**src/rtl/proj_fm_ram_pkg.sv**
```systemverilog
// Package: proj_fm_ram_pkg
// Shared sizing helpers and types for the multi-channel feature-map RAM.
//   ch_bits()     : select width for a count of items (never narrower than 1)
//   addr_bits()   : address width for a power-of-2 depth (never narrower than 1)
//   clamp_shift() : saturate a requested repeat exponent to the supported max
//   fm_word_t     : default feature-map word
//   fm_ptr_t      : generic pointer container (wide enough for any plane/shift combo)
package proj_fm_ram_pkg;
  localparam int FM_DATA_BITS = 8;
  localparam int FM_PTR_BITS  = 16;

  typedef logic [FM_DATA_BITS-1:0] fm_word_t;
  typedef logic [FM_PTR_BITS-1:0]  fm_ptr_t;

  function automatic int ch_bits(input int n);
    return (n > 1) ? $clog2(n) : 1;
  endfunction

  function automatic int addr_bits(input int n);
    return (n > 1) ? $clog2(n) : 1;
  endfunction

  function automatic int clamp_shift(input int s, input int mx);
    return (s > mx) ? mx : s;
  endfunction
endpackage

```
**src/rtl/proj_fm_ram_seq.sv**
```systemverilog
// Module: proj_fm_ram_seq
// Wrapping pointer sequencer: counts 0..limit then returns to 0.
//   clk, rst_n : clock, synchronous active-low reset
//   clr        : restart pointer at 0 (wins over adv)
//   adv        : advance by one
//   limit      : last value before wrap
//   ptr        : current pointer
//   wrap       : 1-cycle pulse the cycle after a wrap
module proj_fm_ram_seq #(
  parameter int W = 5
) (
  input  logic         clk,
  input  logic         rst_n,
  input  logic         clr,
  input  logic         adv,
  input  logic [W-1:0] limit,
  output logic [W-1:0] ptr,
  output logic         wrap
);
  always_ff @(posedge clk) begin
    if (!rst_n) begin
      ptr  <= '0;
      wrap <= 1'b0;
    end else if (clr) begin
      ptr  <= '0;
      wrap <= 1'b0;
    end else if (adv) begin
      // >= rather than == so a limit that shrank under a live pointer still wraps
      if (ptr >= limit) begin
        ptr  <= '0;
        wrap <= 1'b1;
      end else begin
        ptr  <= ptr + 1'b1;
        wrap <= 1'b0;
      end
    end else begin
      wrap <= 1'b0;
    end
  end
endmodule

```
**src/rtl/proj_fm_ram_mc.sv**
```systemverilog
// Module: proj_fm_ram_mc
// Multi-channel feature-map RAM between projection and hash stages.
// CHANNELS planes of ENTRIES words, each with its own auto-incrementing write
// and read pointer. Reads replay each word 2^shift times (upsampled replay).
// Ports:
//   in_clk, in_rst_n          : clock, synchronous active-low reset
//   in_ptr_clr                : all pointers -> 0, memory untouched
//   in_rd_shift               : repeat exponent, captured while no read is in flight
//   in_wvalid/out_wready      : write handshake; in_wch, in_wdata
//   in_rreq/out_rreq_rdy      : read request handshake; in_rch
//   out_rvalid/in_rready      : read data handshake; out_rdata registered
//   out_wwrap                 : per-channel pulse after write pointer wraps
// Optional feature: define FM_RAM_CLEAR_EN to zero all planes after reset
// (ENTRIES cycles, both readies held low during the sweep).
module proj_fm_ram_mc
  import proj_fm_ram_pkg::*;
#(
  parameter int ENTRIES   = 32,
  parameter int DATA_BITS = FM_DATA_BITS,
  parameter int CHANNELS  = 4,
  parameter int SHIFT_MAX = 3,
  localparam int CH_BITS   = ch_bits(CHANNELS),
  localparam int ADDR_BITS = addr_bits(ENTRIES),
  localparam int SH_BITS   = ch_bits(SHIFT_MAX + 1),
  localparam int RP_BITS   = ADDR_BITS + SHIFT_MAX
) (
  input  logic                 in_clk,
  input  logic                 in_rst_n,
  input  logic                 in_ptr_clr,
  input  logic [SH_BITS-1:0]   in_rd_shift,
  input  logic                 in_wvalid,
  output logic                 out_wready,
  input  logic [CH_BITS-1:0]   in_wch,
  input  logic [DATA_BITS-1:0] in_wdata,
  input  logic                 in_rreq,
  output logic                 out_rreq_rdy,
  input  logic [CH_BITS-1:0]   in_rch,
  output logic                 out_rvalid,
  input  logic                 in_rready,
  output logic [DATA_BITS-1:0] out_rdata,
  output logic [CHANNELS-1:0]  out_wwrap
);
  logic ready;

`ifdef FM_RAM_CLEAR_EN
  logic                 clr_active;
  logic [ADDR_BITS-1:0] clr_addr;

  always_ff @(posedge in_clk) begin
    if (!in_rst_n) begin
      clr_active <= 1'b1;
      clr_addr   <= '0;
    end else if (clr_active) begin
      clr_addr <= clr_addr + 1'b1;
      if (clr_addr == ADDR_BITS'(ENTRIES - 1)) clr_active <= 1'b0;
    end
  end

  assign ready = !clr_active;
`else
  assign ready = 1'b1;
`endif

  assign out_wready   = ready;
  assign out_rreq_rdy = ready & (!out_rvalid | in_rready);

  logic wch_ok, rch_ok, wr_acc, rd_acc;
  assign wch_ok = ({1'b0, in_wch} < (CH_BITS + 1)'(CHANNELS));
  assign rch_ok = ({1'b0, in_rch} < (CH_BITS + 1)'(CHANNELS));
  assign wr_acc = in_wvalid & out_wready;
  assign rd_acc = in_rreq & out_rreq_rdy;

  // Repeat exponent is frozen while a read is pending or being accepted
  logic [SH_BITS-1:0] sh_q;
  always_ff @(posedge in_clk) begin
    if (!in_rst_n)                   sh_q <= '0;
    else if (!out_rvalid && !rd_acc) sh_q <= SH_BITS'(clamp_shift(int'(in_rd_shift), SHIFT_MAX));
  end

  logic [RP_BITS-1:0] rlimit;
  assign rlimit = RP_BITS'((ENTRIES << sh_q) - 1);

  logic [CHANNELS-1:0][ADDR_BITS-1:0] wptr;
  logic [CHANNELS-1:0][RP_BITS-1:0]   rptr;
  logic [CHANNELS-1:0]                rwrap_unused;

  for (genvar c = 0; c < CHANNELS; c++) begin : g_ch
    proj_fm_ram_seq #(.W(ADDR_BITS)) u_wseq (
      .clk   (in_clk),
      .rst_n (in_rst_n),
      .clr   (in_ptr_clr),
      .adv   (wr_acc & wch_ok & (in_wch == CH_BITS'(c))),
      .limit (ADDR_BITS'(ENTRIES - 1)),
      .ptr   (wptr[c]),
      .wrap  (out_wwrap[c])
    );
    proj_fm_ram_seq #(.W(RP_BITS)) u_rseq (
      .clk   (in_clk),
      .rst_n (in_rst_n),
      .clr   (in_ptr_clr),
      .adv   (rd_acc & rch_ok & (in_rch == CH_BITS'(c))),
      .limit (rlimit),
      .ptr   (rptr[c]),
      .wrap  (rwrap_unused[c])
    );
  end

  logic [ADDR_BITS-1:0] waddr, raddr;
  assign waddr = wptr[in_wch];
  assign raddr = ADDR_BITS'(rptr[in_rch] >> sh_q);

  // Storage: non-blocking write + separate read register gives read-before-write
  logic [DATA_BITS-1:0] mem [CHANNELS][ENTRIES];

  always_ff @(posedge in_clk) begin
`ifdef FM_RAM_CLEAR_EN
    if (clr_active) begin
      for (int c = 0; c < CHANNELS; c++) mem[c][clr_addr] <= '0;
    end else
`endif
    if (wr_acc && wch_ok) mem[in_wch][waddr] <= in_wdata;
  end

  always_ff @(posedge in_clk) begin
    if (!in_rst_n) begin
      out_rvalid <= 1'b0;
      out_rdata  <= '0;
    end else if (rd_acc && rch_ok) begin
      out_rvalid <= 1'b1;
      out_rdata  <= mem[in_rch][raddr];
    end else if (in_rready) begin
      out_rvalid <= 1'b0;
    end
  end
endmodule

```
**config.mk**
```make
export PLATFORM = sky130hd
export DESIGN_NAME = proj_fm_ram_mc
export DESIGN_NICKNAME = d
export VERILOG_FILES = /design/src/rtl/proj_fm_ram_pkg.sv /design/src/rtl/proj_fm_ram_seq.sv /design/src/rtl/proj_fm_ram_mc.sv
export SDC_FILE = /design/constraint.sdc
export NUM_CORES = 1
export LEC_CHECK = 0
export ABC_CLOCK_PERIOD_IN_PS = 9300
export CAP_MARGIN = 20
export CORE_ASPECT_RATIO = 0.8
export CORE_UTILIZATION = 45
export CTS_CLUSTER_SIZE = 40
export DETAILED_ROUTE_END_ITERATION = 8
export PLACE_DENSITY = 0.6
export SETUP_SLACK_MARGIN = 0.05
export SYNTH_ARGS = -nofsm -noshare
export SYNTH_HDL_FRONTEND = slang
export SYNTH_SLANG_ARGS = --single-unit
```
**constraint.sdc**
```tcl
create_clock -name in_clk -period 9.3 [get_ports in_clk]
set_input_delay 1.86 -clock in_clk [delete_from_list [all_inputs] [get_ports in_clk]]
set_output_delay 1.86 -clock in_clk [all_outputs]
set_load 0.1 [all_outputs]
```
Figure 1. Sequential cells grouped by signal name (run 1).
Other sequential cells in the stronger gray, the rest of the logic in the fainter gray.
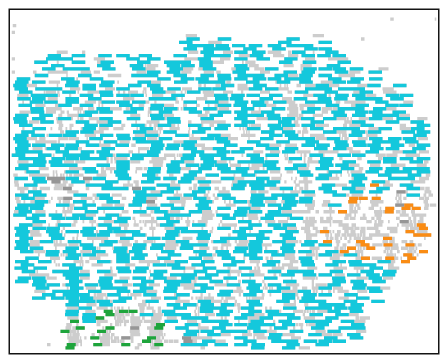
signal	color	placed flops
g_ch.u_wseq.ptr	green	20
mem	cyan	1024
g_ch.u_rseq.ptr	orange	32

Figure 2. Clock distribution (run 1).
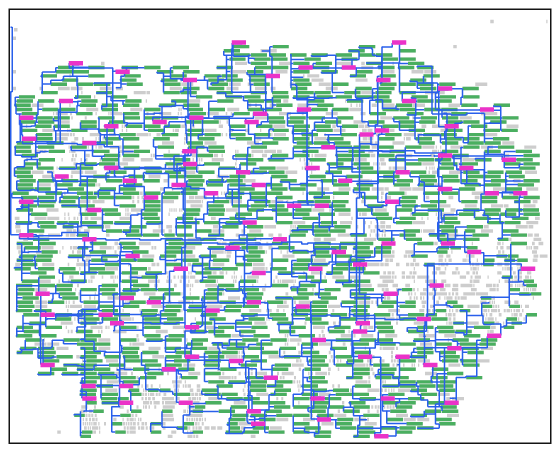
[clock wires] blue | length: 12400 um
[flip-flops] green | count: 1091
[cells driving clock nets] magenta | count: 103
flops lie	spread over the die

Figure 3. Placed standard cells (run 1).
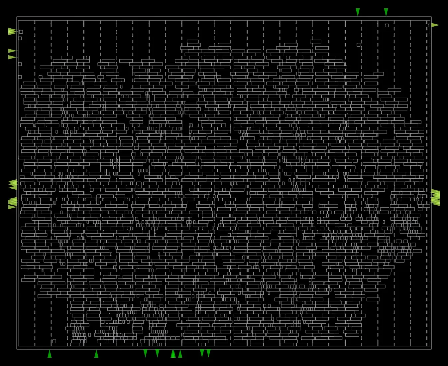
# Taps: 1287
fraction of area in registers: 0.660
Filler Cell Count: 7685
Final Util: 0.509
row count: 101

==> out/qor.yml, run 1 <==
cts:
  ctsResizeCount: 0
  clock-sinks: 1091
  tritoncts: "built"
  cts-buffers-inserted: 103
  clk_latency_ns: 0.69
setup_path:
  cp.depth: 9
  critPathBufInv: 1
  cp-start-kind: "input port"
  critPathKind: "input port to register"
  cpLargestDelayFamily: "multiplexers"
  regToRegEndpoint: "out_rdata[6]"
  worstPathCellList: "buf_8, mux2i_1, mux4_2, nand2_4, nand2_8, mux2i_1, a32oi_1, and4_1, o41a_1"
  reg2reg_depth: 9
  crit_path_frequent_cell: "mux2i_1"
  startpoint: "in_rch[0]"
  crit_arrival_ns: 6.08
  r2r_start: "sh_q[1]"
layout:
  fin_nets: 2439
  logic_area_um2: 11000
  seqCellArea_um2: 32100
global_route:
  grt_util_met1: 0.337
  first_global_vias: 22700
  track_usage: 0.224
min_path:
  hold_path.class: "register to register"
  whs_path_depth: 2
  hold_end: "g_ch[3].u_rseq.ptr[1]"
floorplan:
  dieWidth_um: 350
  core_um2: 95500
  fp_util: 0.458
job:
  warning_count: 30
power_and_ir_drop:
  seqPwrFrac: 0.528
  pg_clk_mw: 4.19
  switchingPower_mw: 2.27
  clkPwrFrac: 0.411
synth:
  edf_count: 1024
  synth_cells: 2359
  flop_cell: "edfxtp_1"
  topCombFamilyByArea: "multiplexers"
  topCellsByArea: "edfxtp_1, mux4_2, dfxtp_1, nor2_1, nand2_1"
  syn_area_um2: 43700
  synthArstFlopShare: 0
  fa_ha_area_frac: 0.00687
outcome:
  outcome: "completed"
route:
  drc: 0
  num_vias: 22900
  wl_met3_um: 11800
  initialDrtViolationCount: 2801
  drt-pass1-iter-count: 5
sta:
  final.min_clock_period_ns: 5.52
  finalHoldViolations: 0
  fin_tns_setup_ns: 0
  rsz0062_at_grt: "false"
## run 1: final cells by class
class	instances	area share
clock inverter	61	0.0106
inverter	6	0.000463
sequential	1091	0.660
timing repair buffer	66	0.0122
tap	1287	0.0331
clock buffer	131	0.0585
multi-input combinational	1127	0.226
## run 1: worst register-to-register path, stage by stage, from the launching register on
cell      delay [ns]
dfxtp_1         0.81
clkinv_1        0.63
o21a_1          0.26
buf_4           0.31
nor2_8          0.17
buf_4           0.73
mux2i_1         0.43
a32o_1          0.31
o21ai_1         0.66
o41a_1          0.20
## run 1: flip-flops by register name, indices dropped and copies added (netlist names)
register	flops
g_ch.u_rseq.ptr	32
out_rdata	8
mem	1024
out_rvalid	1
sh_q	2
g_ch.u_wseq.wrap	4
g_ch.u_wseq.ptr	20
## run 1: cell usage after synthesis, types with 9 or more instances
library cell and n:
mux4_2 268, nor2_1 191, xnor2_1 9, mux2i_1 52, buf_2 45, ha_1 24
edfxtp_1 1024, nand4_1 21, nand2_1 184, o21a_1 10, o21ai_1 10, and3_1 17
nand3_1 106, o21ai_0 47, nor3_1 13, a32oi_1 16, buf_4 14, and4_1 14
clkbuf_1 61, nor2b_1 9, a21oi_1 28, xor2_1 16, a31oi_1 13, dfxtp_1 67
## run 1: per-stage QoR
| stage | area, um2 | instances | hold slack [ns] | power (mW) |
|---|---|---|---|---|
| CTS | 48600 | 3767 | 0.502 | 10.2 |
| detailed placement | 45200 | 3575 | 0.497 | 6.10 |
| global placement | 45200 | 3575 | 0.478 | 6.09 |
| global route | 48700 | 3769 | 0.526 | 10.5 |
| floorplan | 43700 | 2359 | 0.459 | 5.83 |
| finish | 48700 | 3769 | 0.499 | 10.2 |
Figure 4. M4 wires (run 1).
Scale bar: 100 um. Supply wires on this layer in gray.
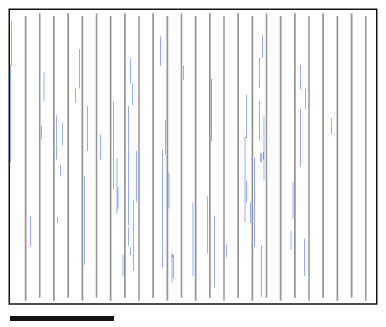

==> run 2, diff against run 1 <==
--- a/config.mk
+++ b/config.mk
@@ -5,7 +5,7 @@
 export SDC_FILE = /design/constraint.sdc
 export NUM_CORES = 1
 export LEC_CHECK = 0
-export ABC_CLOCK_PERIOD_IN_PS = 9300
+export ABC_CLOCK_PERIOD_IN_PS = 5200
 export CAP_MARGIN = 20
 export CORE_ASPECT_RATIO = 0.8
 export CORE_UTILIZATION = 45
==> constraint.sdc (replaced) <==
create_clock -name in_clk -period 5.2 [get_ports in_clk]
set_input_delay 1.04 -clock in_clk [delete_from_list [all_inputs] [get_ports in_clk]]
set_output_delay 1.04 -clock in_clk [all_outputs]
set_load 0.1 [all_outputs]
Figure 5. M4 wires (run 2).
Scale bar: 100 um. Supply wires on this layer in gray.
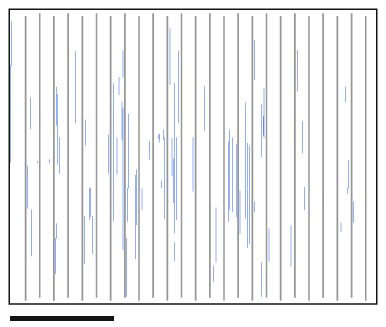
share of all routed wire	2.9%
main direction	vertical

Figure 6. Clock distribution (run 2).
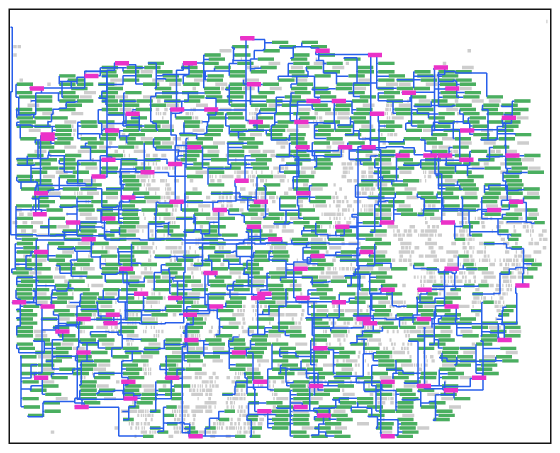
[clock wires] blue | length: 12300 um
[cells driving clock nets] magenta | count: 104
[flip-flops] green | count: 1091
flops lie	spread over the die

==> run 2 against run 1 <==
  * Area after synthesis stayed put
  * Combinational power is 78% higher
  * Via count is 1.4% higher
  * Register-to-register slack worse by 3.5 ns
  * First-iteration DRC count is 2.6% lower
  * Count of clock-buffer cells in the layout is 6 lower
  * Cell area is 1.8% higher
  * Die area stayed put
  * Power is 78% higher
  * Critical path depth is 2 lower
  * Non-clock buffer count is 120 higher
  * Global-route usage is 0.54 points higher
  * Largest cell class unchanged
  * Largest power group unchanged
==> out/qor.yml, run 2 <==
outcome:
  outcome: "completed"
cts:
  ctsResizeCount: 0  # unchanged
  cts-buffers-inserted: 104  # +0.97%
  clk_latency_ns: 0.68  # about the same
layout:
  design_area_um2: 49500  # +1.8%
  fin_nets: 2560  # +5.0%
  nFillCells: 7674  # -0.14%
  top_regs: "mem x1024, g_ch.u_rseq.ptr x32, g_ch.u_wseq.ptr x20"
  regMostFlops: "mem"
min_path:
  hold_path.class: "register to register"
  whs_path_depth: 2  # unchanged
  hold_end: "g_ch[3].u_wseq.ptr[4]"
global_route:
  first_global_vias: 23200  # +2.0%
  grt_util_met1: 0.334  # -0.00230
  track_usage: 0.229  # +0.00536
power_and_ir_drop:
  p_total_mw: 18.1  # +78%
  switchingPower_mw: 3.99  # +76%
  seqPwrFrac: 0.533  # +0.005
  leakagePower_nw: 15.8
floorplan:
  fp_util: 0.458  # unchanged
  num_rows: 101  # unchanged
  dieWidth_um: 350  # unchanged
synth:
  topCellsByArea: "edfxtp_1, mux4_2, dfxtp_1, nor2_1, nand2_1"
  flop_cell: "edfxtp_1"
  most_common_cell: "edfxtp_1"
  synthArstFlopShare: 0  # unchanged
  edf_count: 1024  # unchanged
  numSynthFlops: 1091
  top_cells_by_count: "edfxtp_1, mux4_2, nor2_1"
setup_path:
  cp-start-kind: "input port"
  crit_arrival_ns: 4.55  # -1.53 ns
  r2r_start: "sh_q[1]"
  regToRegEndpoint: "out_rdata[6]"
  worstPathCellList: "buf_8, mux4_2, mux2_2, o31ai_4, nand3_1, and4_1, o41a_1"
route:
  drt-pass1-iter-count: 5  # unchanged
  wl_met3_um: 10200  # -14%
  initialDrtViolationCount: 2728  # -2.6%
sta:
  final.min_clock_period_ns: 4.00
  fin_tns_setup_ns: 0  # unchanged
  finalHoldViolations: 0  # unchanged
place:
  dpl_cell_area_um2: 46200  # +2.2%
  place_inst: 3697  # +3.4%
job:
  warning_count: 30  # unchanged
Figure 7. Placed standard cells (run 2).
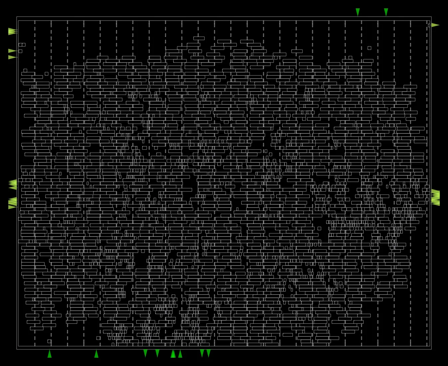
core area: 95500 um2
Final Util: 0.518
fraction of area in registers: 0.648
Post-Layout Cell Count: 3883

run 2: cell types whose count changed in the layout (fill, tap and decap cells not counted), moves of 4 or more:
cell      before  now
buf_4         39  154
clkbuf_8       9    0
clkinv_4       7    1
clkbuf_1      16   20
buf_12         0    7
run 2: kinds of logic (layout without fill, tap and decap cells):
kind of cell | after synthesis | after routing | synth area share
DFF | 1091 | 1091 | 0.734
and+or+nand+nor | 588 | 588 | 0.0612
muxes | 324 | 324 | 0.151
AOI/OAI and AO/OA | 165 | 165 | 0.0257
buffers and inverters | 141 | 377 | 0.0160
xor gates and xnor gates | 25 | 25 | 0.00501
adders and majority gates | 24 | 24 | 0.00687
other | 1 | 2 | 0.0000858
run 2: cell type report:
type,instances,area [um2],share of cell area
Sequential cell,1091,32100,0.648
Inverter,6,22.5,0.000455
Multi-Input combinational cell,1127,11000,0.221
Timing Repair Buffer,186,1560,0.0315
Antenna cell,1,2.50,0.0000505
Tap cell,1287,1610,0.0325
Clock buffer,125,2700,0.0546
Clock inverter,60,571,0.0115
run 2: power by group through the flow:
| stage | Combinational (mW) | Sequential, mW | Clock [mW] |
|---|---|---|---|
| after floorplan | 0.581 | 9.85 | 0 |
| after global placement | 1.09 | 9.82 | 0 |
| after detailed placement | 1.09 | 9.82 | 0 |
| after CTS | 1.10 | 9.63 | 7.50 |
| after global routing | 1.15 | 9.63 | 7.81 |
| final | 1.09 | 9.64 | 7.37 |
run 2: worst max-delay path: cells and delay by family:
kind                   cells  cell delay [ns]
AOI/OAI and AO/OA          2             1.31
muxes                      2             0.93
and+or+nand+nor            2             0.88
buffers and inverters      1             0.33
Figure 8. Sequential cells grouped by signal name (run 2).
Other sequential cells in the stronger gray, the rest of the logic in the fainter gray.
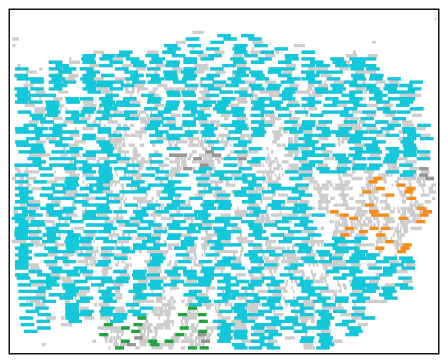

==> run 3, diff against run 2 <==
--- a/config.mk
+++ b/config.mk
@@ -5,7 +5,7 @@
 export SDC_FILE = /design/constraint.sdc
 export NUM_CORES = 1
 export LEC_CHECK = 0
-export ABC_CLOCK_PERIOD_IN_PS = 5200
+export ABC_CLOCK_PERIOD_IN_PS = 3800
 export CAP_MARGIN = 20
 export CORE_ASPECT_RATIO = 0.8
 export CORE_UTILIZATION = 45
==> constraint.sdc (replaced) <==
create_clock -name in_clk -period 3.8 [get_ports in_clk]
set_input_delay 0.76 -clock in_clk [delete_from_list [all_inputs] [get_ports in_clk]]
set_output_delay 0.76 -clock in_clk [all_outputs]
set_load 0.1 [all_outputs]
Figure 9. Sequential cells grouped by signal name (run 3).
Other sequential cells in the stronger gray, the rest of the logic in the fainter gray.
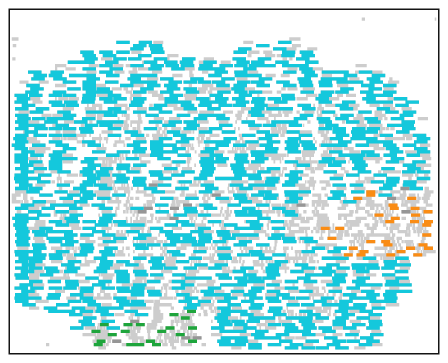
signal	color	placed flops
mem	cyan	1024
g_ch.u_rseq.ptr	orange	32
g_ch.u_wseq.ptr	green	20
not colored	15

Figure 10. Placed standard cells (run 3).
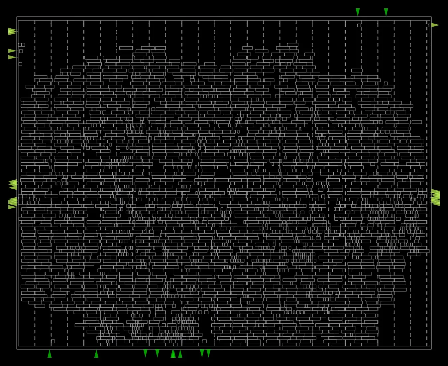
Final Util: 0.528
Post-Layout Cell Count: 3973
Filler Cell Count: 7610
fraction of area in registers: 0.636
flop count: 1091

Figure 11. M4 wires (run 3).
Scale bar: 100 um. Supply wires on this layer in gray.
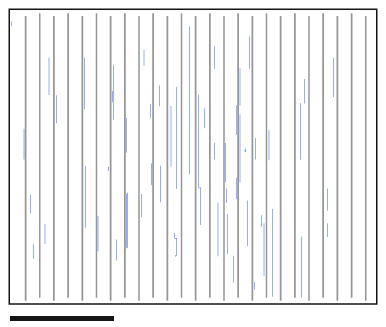
main direction	vertical
nets with wire on the layer	29

==> run 3 against run 2 <==
  * Register-to-register slack worse by 0.69 ns
  * Hold slack gained 0.0086 ns
  * Worst setup slack lost 0.63 ns
  * Core utilization rose by 0.98 points
  * Critical endpoint is now out_rdata[0]
==> out/qor.yml, run 3 <==
layout:
  regMostFlops: "mem"
  antenna_cells: 0  # -1
  largest_reg_flops: 1024
  synthToLayoutAreaGrowth_pct: 15.4
  fin_nets: 2649  # +3.5%
  mostFrequentLayoutCell: "edfxtp_1"
  top_regs: "mem x1024, g_ch.u_rseq.ptr x32, g_ch.u_wseq.ptr x20"
power_and_ir_drop:
  p_int_mw: 19.4
  powerDensity_nw_per_um2: 493
  leakagePower_nw: 16.4  # +3.4%
  pg_clk_mw: 10.2  # +38%
  top_power_group: "sequential cells"
  powerComb_mw: 1.55  # +42%
  p_total_mw: 24.9  # +38%
  seq_power_mw: 13.2  # +37%
  seqPwrFrac: 0.529  # -0.004
  switchingPower_mw: 5.45  # +37%
  netSwitchingFraction: 0.219
setup_path:
  worstPathCellList: "clkdlybuf4s50_1"
  crit_arrival_ns: 2.47  # -2.08 ns
  critPathKind: "register to output pin"
  r2r_start: "g_ch[0].u_rseq.ptr[2]"
  critPathBufInv: 1  # unchanged
  worstPathRequired_ns: 3.04
  cp-start-kind: "register"
  reg2reg_depth: 10
  regToRegEndpoint: "out_rdata[6]"
  cpLargestDelayFamily: "buffers and inverters"
  cp-end-kind: "output pin"
  slowest_delay_ns: 1.23
sta:
  slew_violations: 0
  fin_tns_setup_ns: 0  # unchanged
  final.min_clock_period_ns: 3.23
  finalHoldViolations: 0  # unchanged
  fmax_mhz: 309
  setup_violations: 0
  worst_slew_pin_slew_ns: 1.08
  rsz0062_at_grt: "false"
  max_slew_margin: 0.280
  fin_crit_sh: 0.851
place:
  port_buffers: 33
floorplan:
  die-area_um2: 98400
  boundaryPins: 35
  dieWidth_um: 350  # unchanged
  fp_util: 0.458  # unchanged
  num_rows: 101  # unchanged
  core_um2: 95500  # unchanged
route:
  wirelength_um: 106000
  top_layer: "met4"
  initialDrtViolationCount: 2940  # +7.8%
  drt-pass1-iter-count: 7  # +2
  wl_met3_um: 8060  # -21%
cts:
  cts-htree-levels: 3
  cts-buffers-inserted: 103  # -0.96%
  ctsResizeCount: 0  # unchanged
  clk_pin_slew_worst_paths_ns: 0.07
  clk_latency_ns: 0.70  # +0.02 ns
  cts-root-buf: "clkbuf_16"
global_route:
  grt_pass1_wl_um: 157000
  antenna_found_initial: 1
  grt_max_degree: 89
  first_global_vias: 23100  # -0.26%
  track_usage: 0.220  # -0.00882
synth:
  most_common_cell: "edfxtp_1"
  synthArstFlopShare: 0  # unchanged
  yosysWarnings: 0
  top_area_frac: 0.703
  ys_seq_share: 0.734
  numSynthFlops: 1091  # unchanged
  synth_cell_types: 59
  top_cells_by_count: "edfxtp_1, mux4_2, nor2_1"
  ys_cells: 2359
  topCellsByArea: "edfxtp_1, mux4_2, dfxtp_1, nor2_1, nand2_1"
  flop_cell: "edfxtp_1"
  edf_count: 1024  # unchanged
min_path:
  hold_end: "g_ch[3].u_rseq.ptr[1]"
  hold_path.class: "register to register"
  whs_path_depth: 2  # unchanged
outcome:
  outcome: "completed"
job:
  warning_count: 27  # -10%
run 3: worst max path at each step:
stage | start | to | slack (ns) | cells after the start
floorplan | out_rvalid | g_ch[1].u_rseq.ptr[7] | 0.57 | 7
global placement | in_rch[0] | out_rdata[0] | 0.12 | 9
detailed placement | in_rch[0] | out_rdata[0] | 0.06 | 9
CTS | out_rdata[0] | out_rdata[0] | 0.58 | 1
global route | g_ch[0].u_rseq.ptr[2] | out_rdata[0] | 0.46 | 10
finish | out_rdata[0] | out_rdata[0] | 0.57 | 1
run 3: layout make-up:
class | count | area (um2) | area share
Timing Repair Buffer | 276 | 2460 | 0.0488
Multi-Input combinational cell | 1127 | 11000 | 0.217
Clock inverter | 51 | 512 | 0.0101
Clock buffer | 135 | 2810 | 0.0557
Tap cell | 1287 | 1610 | 0.0319
Inverter | 6 | 22.5 | 0.000446
Sequential cell | 1091 | 32100 | 0.636
run 3: through the flow:
stage          hold slack, ns  instances  setup slack, ns  instance area (um2)  utilization
2_1_floorplan           0.459       2359            0.571                43700            -
3_5_place_dp            0.505       3787           0.0551                47100        0.493
6_report                0.512       3973            0.566                50500        0.528
5_1_grt                 0.546       3973            0.464                50500        0.528
4_1_cts                 0.514       3973            0.575                50500        0.528
3_3_place_gp            0.485       3786            0.124                47100        0.493
run 3: logic make-up after synthesis:
logic type	after synthesis	share of synthesized area
fa+ha+maj	24	0.00687
simple gates	588	0.0612
other cells	1	0.0000858
mux	324	0.151
buf+inv	141	0.0160
compound gates	165	0.0257
xor+xnor	25	0.00501
flops	1091	0.734
run 3: layer usage:
metal	up-vias	GRT usage
met5	-	0
met4	0	0.0492
met3	135	0.0408
met2	914	0.332
met1	12100	0.334
li1	10000	-

==> notes/layouts.md <==
Pictures saved along the way, in no particular order.

Routed metal per tile.
Scale bar: 100 um. The die is cut into 35 by 28 equal tiles; dark purple is low, yellow is high, scaled to the fullest tile. Values are wire area over tile area, all layers added.
panel A
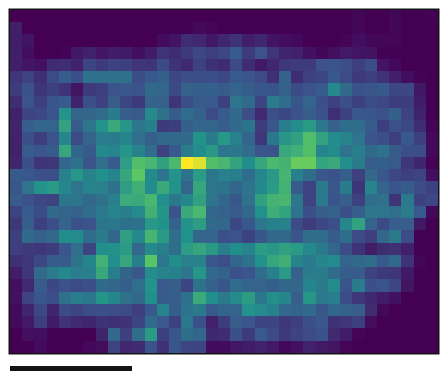
panel B
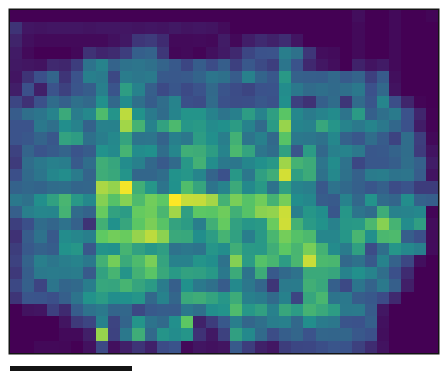
| picture | from |
|---|---|
| panel A | run 2 |
| panel B | run 3 |

Key to panel B:
nearly empty tiles	12%
mean over tiles	0.17
tiles over half the peak	24%

Power and IR drop assume default switching activity.
